<file path="src/rtl/muldiv_unit.sv">
// Iterative RISC-V M-extension multiply/divide unit (MUL..REMU).
// Ports: clk, rst_n, in_valid/in_ready/op/a/b/tag_in request, kill flush,
//   out_valid/out_ready/result/tag_out response.
module muldiv_unit #(
   parameter int WIDTH = 32,
   parameter int TAG_W = 5
) (
   input  logic             clk,
   input  logic             rst_n,
   input  logic             in_valid,
   output logic             in_ready,
   input  logic [2:0]       op,
   input  logic [WIDTH-1:0] a,
   input  logic [WIDTH-1:0] b,
   input  logic [TAG_W-1:0] tag_in,
   input  logic             kill,
   output logic             out_valid,
   input  logic             out_ready,
   output logic [WIDTH-1:0] result,
   output logic [TAG_W-1:0] tag_out
);
   localparam int CW = $clog2(WIDTH);
   localparam logic [WIDTH-1:0] MIN = {1'b1, {(WIDTH-1){1'b0}}};

   typedef enum logic [1:0] {IDLE, CALC, FIX, DONE} state_t;

   state_t             state;
   logic [2:0]         op_q;
   logic               neg_q;
   logic [WIDTH-1:0]   mb_q;
   logic [2*WIDTH-1:0] acc;
   logic [CW-1:0]      cnt;

   logic             is_div, sa, sb, neg_a, neg_b, neg_in;
   logic             div0, ovf;
   logic [WIDTH-1:0] abs_a, abs_b, fast_res;

   assign in_ready = (state == IDLE);

   // Signedness per funct3: MULH/MULHSU/DIV/REM sign-extend rs1,
   // only MULH/DIV/REM sign-extend rs2. MUL low half is sign-agnostic.
   assign is_div = op[2];
   assign sa     = is_div ? ~op[0] : (op[1] ^ op[0]);
   assign sb     = is_div ? ~op[0] : (op[1:0] == 2'b01);
   assign neg_a  = sa & a[WIDTH-1];
   assign neg_b  = sb & b[WIDTH-1];
   assign abs_a  = neg_a ? -a : a;
   assign abs_b  = neg_b ? -b : b;
   // Remainder takes the dividend sign; everything else XORs both.
   assign neg_in = (is_div & op[1]) ? neg_a : (neg_a ^ neg_b);

   assign div0 = is_div & (b == '0);
   assign ovf  = is_div & ~op[0] & (a == MIN) & (&b);
   always_comb begin
      fast_res = '0;
      if (div0)
         fast_res = op[1] ? a : '1;
      else
         fast_res = op[1] ? '0 : a;
   end

   // Shift-add: multiplier in low half, product grows from the top.
   logic [WIDTH:0]     mul_sum;
   logic [2*WIDTH-1:0] mul_next;
   assign mul_sum  = {1'b0, acc[2*WIDTH-1:WIDTH]}
                   + (acc[0] ? {1'b0, mb_q} : '0);
   assign mul_next = {mul_sum, acc[WIDTH-1:1]};

   // Restoring divide: remainder in high half, quotient shifts in low.
   logic [WIDTH:0]     div_sh, div_diff;
   logic [2*WIDTH-1:0] div_next;
   assign div_sh   = {acc[2*WIDTH-1:WIDTH], acc[WIDTH-1]};
   assign div_diff = div_sh - {1'b0, mb_q};
   assign div_next = div_diff[WIDTH]
                   ? {div_sh[WIDTH-1:0], acc[WIDTH-2:0], 1'b0}
                   : {div_diff[WIDTH-1:0], acc[WIDTH-2:0], 1'b1};

   logic [2*WIDTH-1:0] mul_full;
   logic [WIDTH-1:0]   quo, rem, fix_res;
   assign mul_full = neg_q ? -acc : acc;
   assign quo      = acc[WIDTH-1:0];
   assign rem      = acc[2*WIDTH-1:WIDTH];

   always_comb begin
      fix_res = '0;
      unique case (op_q)
         3'd0:                fix_res = mul_full[WIDTH-1:0];
         3'd1, 3'd2, 3'd3:    fix_res = mul_full[2*WIDTH-1:WIDTH];
         3'd4, 3'd5:          fix_res = neg_q ? -quo : quo;
         default:             fix_res = neg_q ? -rem : rem;
      endcase
   end

   always_ff @(posedge clk or negedge rst_n) begin
      if (!rst_n) begin
         state     <= IDLE;
         out_valid <= 1'b0;
         result    <= '0;
         tag_out   <= '0;
         cnt       <= '0;
         op_q      <= '0;
         neg_q     <= 1'b0;
         mb_q      <= '0;
         acc       <= '0;
      end else if (kill) begin
         state     <= IDLE;
         out_valid <= 1'b0;
         cnt       <= '0;
      end else begin
         unique case (state)
            IDLE: begin
               if (in_valid) begin
                  op_q    <= op;
                  neg_q   <= neg_in;
                  tag_out <= tag_in;
                  cnt     <= '0;
                  if (div0 | ovf) begin
                     result    <= fast_res;
                     out_valid <= 1'b1;
                     state     <= DONE;
                  end else begin
                     acc   <= is_div ? {{WIDTH{1'b0}}, abs_a}
                                     : {{WIDTH{1'b0}}, abs_b};
                     mb_q  <= is_div ? abs_b : abs_a;
                     state <= CALC;
                  end
               end
            end
            CALC: begin
               acc <= op_q[2] ? div_next : mul_next;
               cnt <= cnt + 1'b1;
               if (cnt == CW'(WIDTH-1))
                  state <= FIX;
            end
            FIX: begin
               result    <= fix_res;
               out_valid <= 1'b1;
               state     <= DONE;
            end
            DONE: begin
               if (out_ready) begin
                  out_valid <= 1'b0;
                  state     <= IDLE;
               end
            end
            default: state <= IDLE;
         endcase
      end
   end
endmodule

</file>
<file path="config.mk">
export PLATFORM = sky130hd
export DESIGN_NAME = muldiv_unit
export DESIGN_NICKNAME = d
export VERILOG_FILES = /design/src/rtl/muldiv_unit.sv
export SDC_FILE = /design/constraint.sdc
export NUM_CORES = 1
export LEC_CHECK = 0
export CAP_MARGIN = 10
export CORE_MARGIN = 4
export CORE_UTILIZATION = 40
export DETAILED_ROUTE_END_ITERATION = 6
export SLEW_MARGIN = 5
export SYNTH_ARGS = -nofsm -noshare
export SYNTH_HDL_FRONTEND = slang
export SYNTH_SLANG_ARGS = --single-unit
export TNS_END_PERCENT = 5
</file>
<file path="constraint.sdc">
create_clock -name clk -period 3.7 [get_ports clk]
set_input_delay 0.74 -clock clk [delete_from_list [all_inputs] [get_ports clk]]
set_output_delay 0.74 -clock clk [all_outputs]
set_load 0.05 [all_outputs]
</file>
**Run 1: signal wires on met2**

(2 px per um) Cells faint in the background.
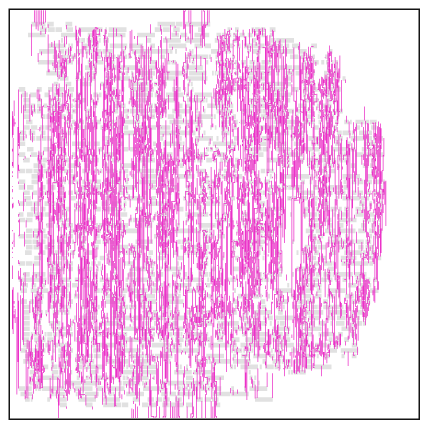
The longest straight run is 93.8 um. The layer carries 26.6 mm of wire.

**Run 1: wires at chosen ports, followed through buffers**

(2 px per um)
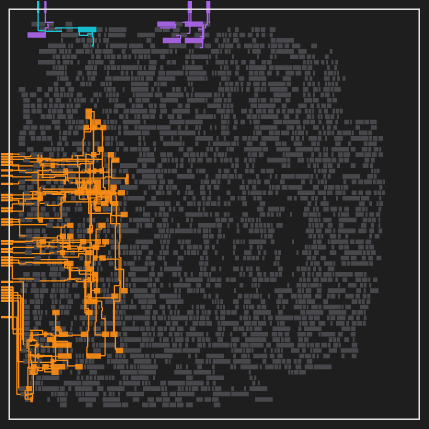
Key: purple = tag_out [bits 5, direction output, end cells 5, buffers 5, wire 93.0 um]; cyan = out_valid [bits 1, direction output, end cells 1, buffers 1, wire 56.6 um]; orange = a [bits 32, direction input, end cells 110, buffers 61, wire 2630 um]

==> design notes, run 1 <==
The flow ran to the end, and the final reports show no timing, DRC or antenna violations. The worst setup path is captured at a flip-flop. The first global-routing pass estimated 92600 um of wire. The worst ir drop on vdd is 0.000525 V.

The run gives 0.532 for the switching portion of total power. The flow reported a cell area power density of 974 mW/mm^2. The synthesis-to-layout area growth came out at 24.0%.

The net count of the finished layout is 2429. The post-route cell area was 0.0191 sq mm; the antenna cell count was 0. The run gives 0.0185 sq mm as the instance area after placement.

Hold-check failures listed in the final report amount to 0. Per the CTS log, the buffer count on the longest clock path is 2. The run gives 59600 um as the overall routed net length. The tools report the number of nets at floorplan as 2211. The run gives 0.444 as the fraction of met2 tracks used by global routing. The wire length per cell was 21.3 um.

For this run, the chip area from Yosys synthesis comes to 0.0154 sq mm. Using the TritonRoute via totals, the vias-per-cell ratio works out to 5.93. The weighted congestion reported at the end of routability-driven placement came out at 0.980. The quantity of hold-fixing buffers added after cts is 0. The post-layout instance count excluding filler cells was 2798; the post-route DRC violation count was 0. Per the timing report, the achievable frequency comes out to 0.278 GHz. The top cell type's share of synthesized area is 0.236, and the area of the die is 0.0417 sq mm. The period utilization is 0.974. The minimum clock period after layout came out at 3600 ps. The synthesized netlist handed to floorplanning was reported with a cell count of 2056. The run gives 254 ps as the post-route worst hold slack. The class of the tightest hold or removal check is in2async. The skew report gives the latency at the later pin of the worst-skew pair as 450 ps.

The met1 track demand over resource was 0.399. For reference, the top cells by area after synthesis are dfrtp_1 24%, a21oi_1 6.8%, ha_1 6.2%. Number of placement rows: 71. The run gives 204 um for the die span in x. TritonCTS built the clock tree. The run gives 88 as the number of distinct standard cells referenced by the synthesized netlist.

The power share of the combinational group is 0.737. The run gives 145 for the post-synthesis register bit count. The routed layout has 16600 vias. By startpoint and endpoint, the worst setup path is classified as reg2reg.

The tree is rooted in a clkbuf_16. For this design, Yosys synthesis ends with a cell count of 2056.
**Run 1: a small window of the routed layout**

Region (143, 143) to (163, 163) um. Cells in grey, sequential cells in the stronger grey; small squares are vias.
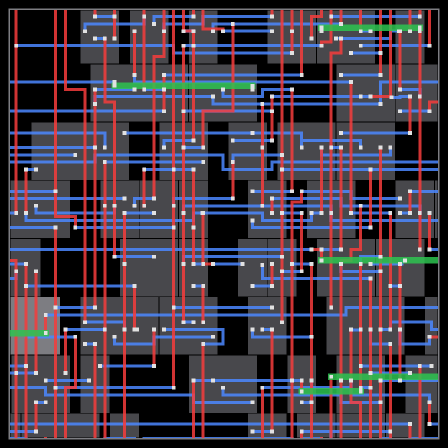
Key: red = metal 2; blue = metal 1; green = metal 3
Sequential cells in the window: 0. Most frequent: o21ai_0 (5), a21o_1 (5), nand2_1 (4). 39 logic cells have their middle in the window.

[run 1: flip-flops by register name, indices dropped and copies added (netlist names)]
| name | flops |
|---|---|
| acc | 64 |
| cnt | 5 |
| mb_q | 32 |
| neg_q | 1 |
| op_q | 3 |
| out_valid | 1 |
| result | 32 |
| state | 2 |
| tag_out | 5 |
[run 1: power groups by stage]
stage	registers (mW)	logic, mW	clock network, mW
4_1_cts	3.01	13.4	1.87
3_5_place_dp	3.04	13.3	0
6_report	3.04	13.7	1.86
5_1_grt	3.13	14.9	1.94
2_1_floorplan	3.10	8.76	0
3_3_place_gp	3.01	13.2	0
[run 1: path summary, 6_finish.rpt]
| check | start | end | slack, ps | cells after the start |
|---|---|---|---|---|
| max in group asynchronous | rst_n | op_q[2] | 2540 | 2 |
| hold reg to reg | mb_q[23] | mb_q[23] | 470 | 2 |
| min in group clk | mb_q[23] | mb_q[23] | 470 | 2 |
| setup / recovery | acc[32] | result[24] | 100 | 11 |
| hold / removal | rst_n | result[2] | 250 | 1 |
| setup reg to reg | acc[32] | result[24] | 100 | 11 |
[run 1: layer usage]
| layer | part of all wire | vias to the layer above |
|---|---|---|
| met2 | 0.45 | 699 |
| li1 | - | 7941 |
| met1 | 0.45 | 7861 |
| met5 | 0 | - |
| met3 | 0.071 | 90 |
| met4 | 0.029 | 0 |
[run 1: repair_timing]
action | in CTS | in global routing
gates resized | 0 | 4
endpoints found under the setup margin | 0 | 5
hold endpoints to repair | 0 | 0
buffers inserted | 0 | 0
[run 1: cells in the final DEF, fill, tap and decap left out, drive strengths merged, types with 19 or more instances in the layout]
cell type and instances:
or4 25, nand4 24, o211ai 28, xor2 82
mux2 34, a21o 29, maj3 25, or3 20
a22oi 22, a211oi 38, nor4 19, ha 76
buf 229, xnor2 79, dfrtp 145, a21oi 210
nor2 227, nand3 36, nor3 51, o21ai 199
o31ai 20, and3 22, a31oi 21, clkdlybuf4s50 113
nand2 188, mux2i 39, inv 72
[run 1: worst max-delay path, delay by kind of cell (launching register included)]
| family | cells | cell delay (ps) |
|---|---|---|
| fa+ha+maj | 1 | 180 |
| buf+inv | 2 | 270 |
| flops | 1 | 380 |
| simple gates | 3 | 1440 |
| compound gates | 5 | 1220 |
[run 1: logic make-up after synthesis]
group	after synthesis	share of synthesized area
compound gates	689	0.278
xor+xnor	161	0.0920
fa+ha+maj	103	0.0806
buf+inv	209	0.0539
flops	145	0.236
mux	73	0.0502
simple gates	676	0.210
[run 1: area by class of cell]
cell class              instances  area (sq um)  share of cell area
well taps                     511           639              0.0335
clock inverters                14           170             0.00890
clock buffers                  18           429              0.0225
inverters                      66           248              0.0130
multi-input cells            1702         11000               0.575
flip-flops and latches        145          3630               0.190
repair buffers                342          3000               0.157
[run 1: per-stage QoR]
step	utilization	total power, mW	setup TNS, ps
finish	0.505	18.6	0
global route	0.505	19.9	0
CTS	0.505	18.3	0
detailed placement	0.489	16.3	-3050
global placement	0.489	16.3	-747
floorplan	-	11.9	0
==> run 1 -> run 2 <==
--- a/config.mk
+++ b/config.mk
@@ -5,9 +5,10 @@
 export SDC_FILE = /design/constraint.sdc
 export NUM_CORES = 1
 export LEC_CHECK = 0
-export CAP_MARGIN = 10
+export CAP_MARGIN = 20
 export CORE_MARGIN = 4
 export CORE_UTILIZATION = 40
+export CTS_CLUSTER_DIAMETER = 120
 export DETAILED_ROUTE_END_ITERATION = 6
 export SLEW_MARGIN = 5
 export SYNTH_ARGS = -nofsm -noshare
==> design notes, run 2 <==
The flow ran to the end, and the final reports show no timing, DRC or antenna violations. The leading cell type in the layout, fill and taps excluded was nor2_1. The post-detailed-route via-to-cell ratio was 5.93 (unchanged); the register-to-register setup slack was 100 ps (about the same). For the overall routed net length, the log shows 59600 um (unchanged).

More flip-flops sit in one register than any other, and that register is acc. The run gives 2211 (unchanged) for the number of nets at floorplan. For reference, the top cells by area after synthesis are dfrtp_1 24%, a21oi_1 6.8%, ha_1 6.2%. The number of setup buffers added after CTS is 0 (unchanged), and the post-synth area from yosys stat is 0.0154 sq mm (unchanged). The post-synthesis instance total came out at 2056 (unchanged).

The top cell types in the final layout, fill and taps aside, are 227 x nor2_1, 216 x buf_4, 210 x a21oi_1. The logs give 0 (unchanged) for the antenna cell count and 92600 um (unchanged) for the wire length of the first global-routing pass. Number of cells upsized or downsized after cts: 0 (unchanged).

Synthesis-to-layout area growth: 24.0% (unchanged). The post-route DRC violation count was 0 (unchanged); the top cell type's share of synthesized area was 0.236 (unchanged). The total length of routed met3 wires was 4220 um (unchanged); the wire length per cell was 21.3 um (unchanged). For the number of buffers on the longest clock path, the log shows 2 (unchanged). TritonCTS built the clock tree. For the upper clock frequency limit, the log shows 0.278 GHz (unchanged). The tools report the combined flip-flop and latch cell area as 0.00363 sq mm (unchanged). The period utilization is 0.974 (unchanged), and the total number of vias is 16600 (unchanged). The clock insertion delay at the later pin of the skew report is 450 ps (about the same), and the die span in x is 204 um (unchanged).

The tools report the multi-input combinational cell area as 0.0110 sq mm (unchanged). The area of the die was 0.0417 sq mm (unchanged). Critical register-to-register path startpoint: acc[32].

The routed length on met2 came out at 26600 um (unchanged). In this run the top signal layer used is met4. For the cell count listed in synth_stat.txt, the log shows 2056 (unchanged).

The run gives 0 (unchanged) for the final number of hold-violating endpoints. The run gives 0.980 (unchanged) for the weighted congestion reported at the end of routability-driven placement. In the final layout, the registers with the most flip-flops are acc x64, mb_q x32, result x32. STA reports the tightest min-delay check as being of type in2async. The worst ir drop on vdd was 0.000525 V (unchanged).
[run 2: cell counts in the layout (fill, tap and decap cells not counted)]
No cell type changed its count.
[run 2: worst max-delay path: stages (launching register included)]
cell	delay [ps]
dfrtp_1	380
inv_1	80
ha_1	180
or3b_2	460
or4_1	610
nor3_1	370
a21oi_1	150
o311ai_0	460
buf_4	190
o21ai_0	130
a21oi_1	360
o21ai_0	120
[run 2: metrics by stage]
step	total power, mW	hold slack (ps)	utilization	TNS (ps)	std cells
floorplan	11.9	439	-	0	2056
CTS	18.3	283	0.505	0	2798
detailed placement	16.3	458	0.489	-3050	2766
finish	18.6	254	0.505	0	2798
global route	19.9	305	0.505	0	2798
global placement	16.3	456	0.489	-747	2766
[run 2: logic make-up (layout without fill, tap and decap cells)]
| logic type | after synthesis | in the layout | share of synthesized area |
|---|---|---|---|
| fa+ha+maj | 103 | 103 | 0.0806 |
| compound gates | 689 | 689 | 0.278 |
| buf+inv | 209 | 440 | 0.0539 |
| flops | 145 | 145 | 0.236 |
| simple gates | 676 | 676 | 0.210 |
| mux | 73 | 73 | 0.0502 |
| xor+xnor | 161 | 161 | 0.0920 |
[run 2: area by class of cell]
type,count,area share
clock buffers,18,0.0225
clock inverters,14,0.00890
inverters,66,0.0130
multi-input cells,1702,0.575
flip-flops and latches,145,0.190
well taps,511,0.0335
repair buffers,342,0.157
[run 2: worst max-delay path by stage]
| stage | from | end | slack, ps |
|---|---|---|---|
| after floorplan | b[0] | result[25] | 350 |
| after detailed placement | b[0] | result[3] | -150 |
| final | acc[32] | result[24] | 100 |
| after global routing | acc[31] | acc[55] | 30 |
| after global placement | b[0] | result[3] | -100 |
| after CTS | acc[0] | acc[62] | 100 |
[run 2: routing by layer]
metal	GRT usage	vias to the layer above
met5	0	-
li1	-	7941
met2	0.444	699
met1	0.399	7861
met4	0.0794	0
met3	0.0424	90
[run 2: power by group]
| group | total, mW | switching [mW] | internal (mW) |
|---|---|---|---|
| clock | 1.86 | 0.836 | 1.02 |
| sequential | 3.04 | 0.828 | 2.21 |
| combinational | 13.7 | 8.23 | 5.48 |
| total | 18.6 | 9.89 | 8.72 |
**Run 2: a small window of the routed layout**

Region (143, 143) to (163, 163) um. Cells in grey, sequential cells in the stronger grey; small squares are vias.
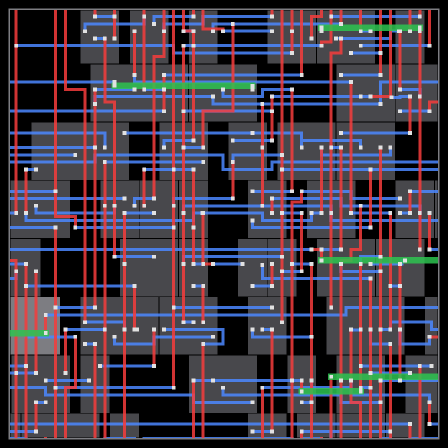
Key: green = metal 3; blue = metal 1; red = metal 2
Most frequent: o21ai_0 (5), a21o_1 (5), nand2_1 (4). Sequential cells in the window: 0. 39 logic cells have their middle in the window.

**Run 2: wiring by layer**

(3 px per um) Two of the layers only.
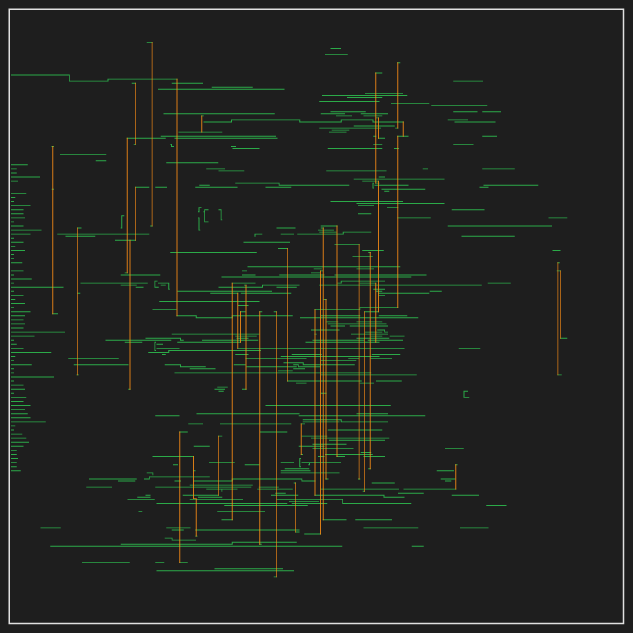
Key: green = metal 3 [wire length 4220 um]; orange = metal 4 [wire length 1700 um]

Power is estimated from default activity; no workload was simulated.
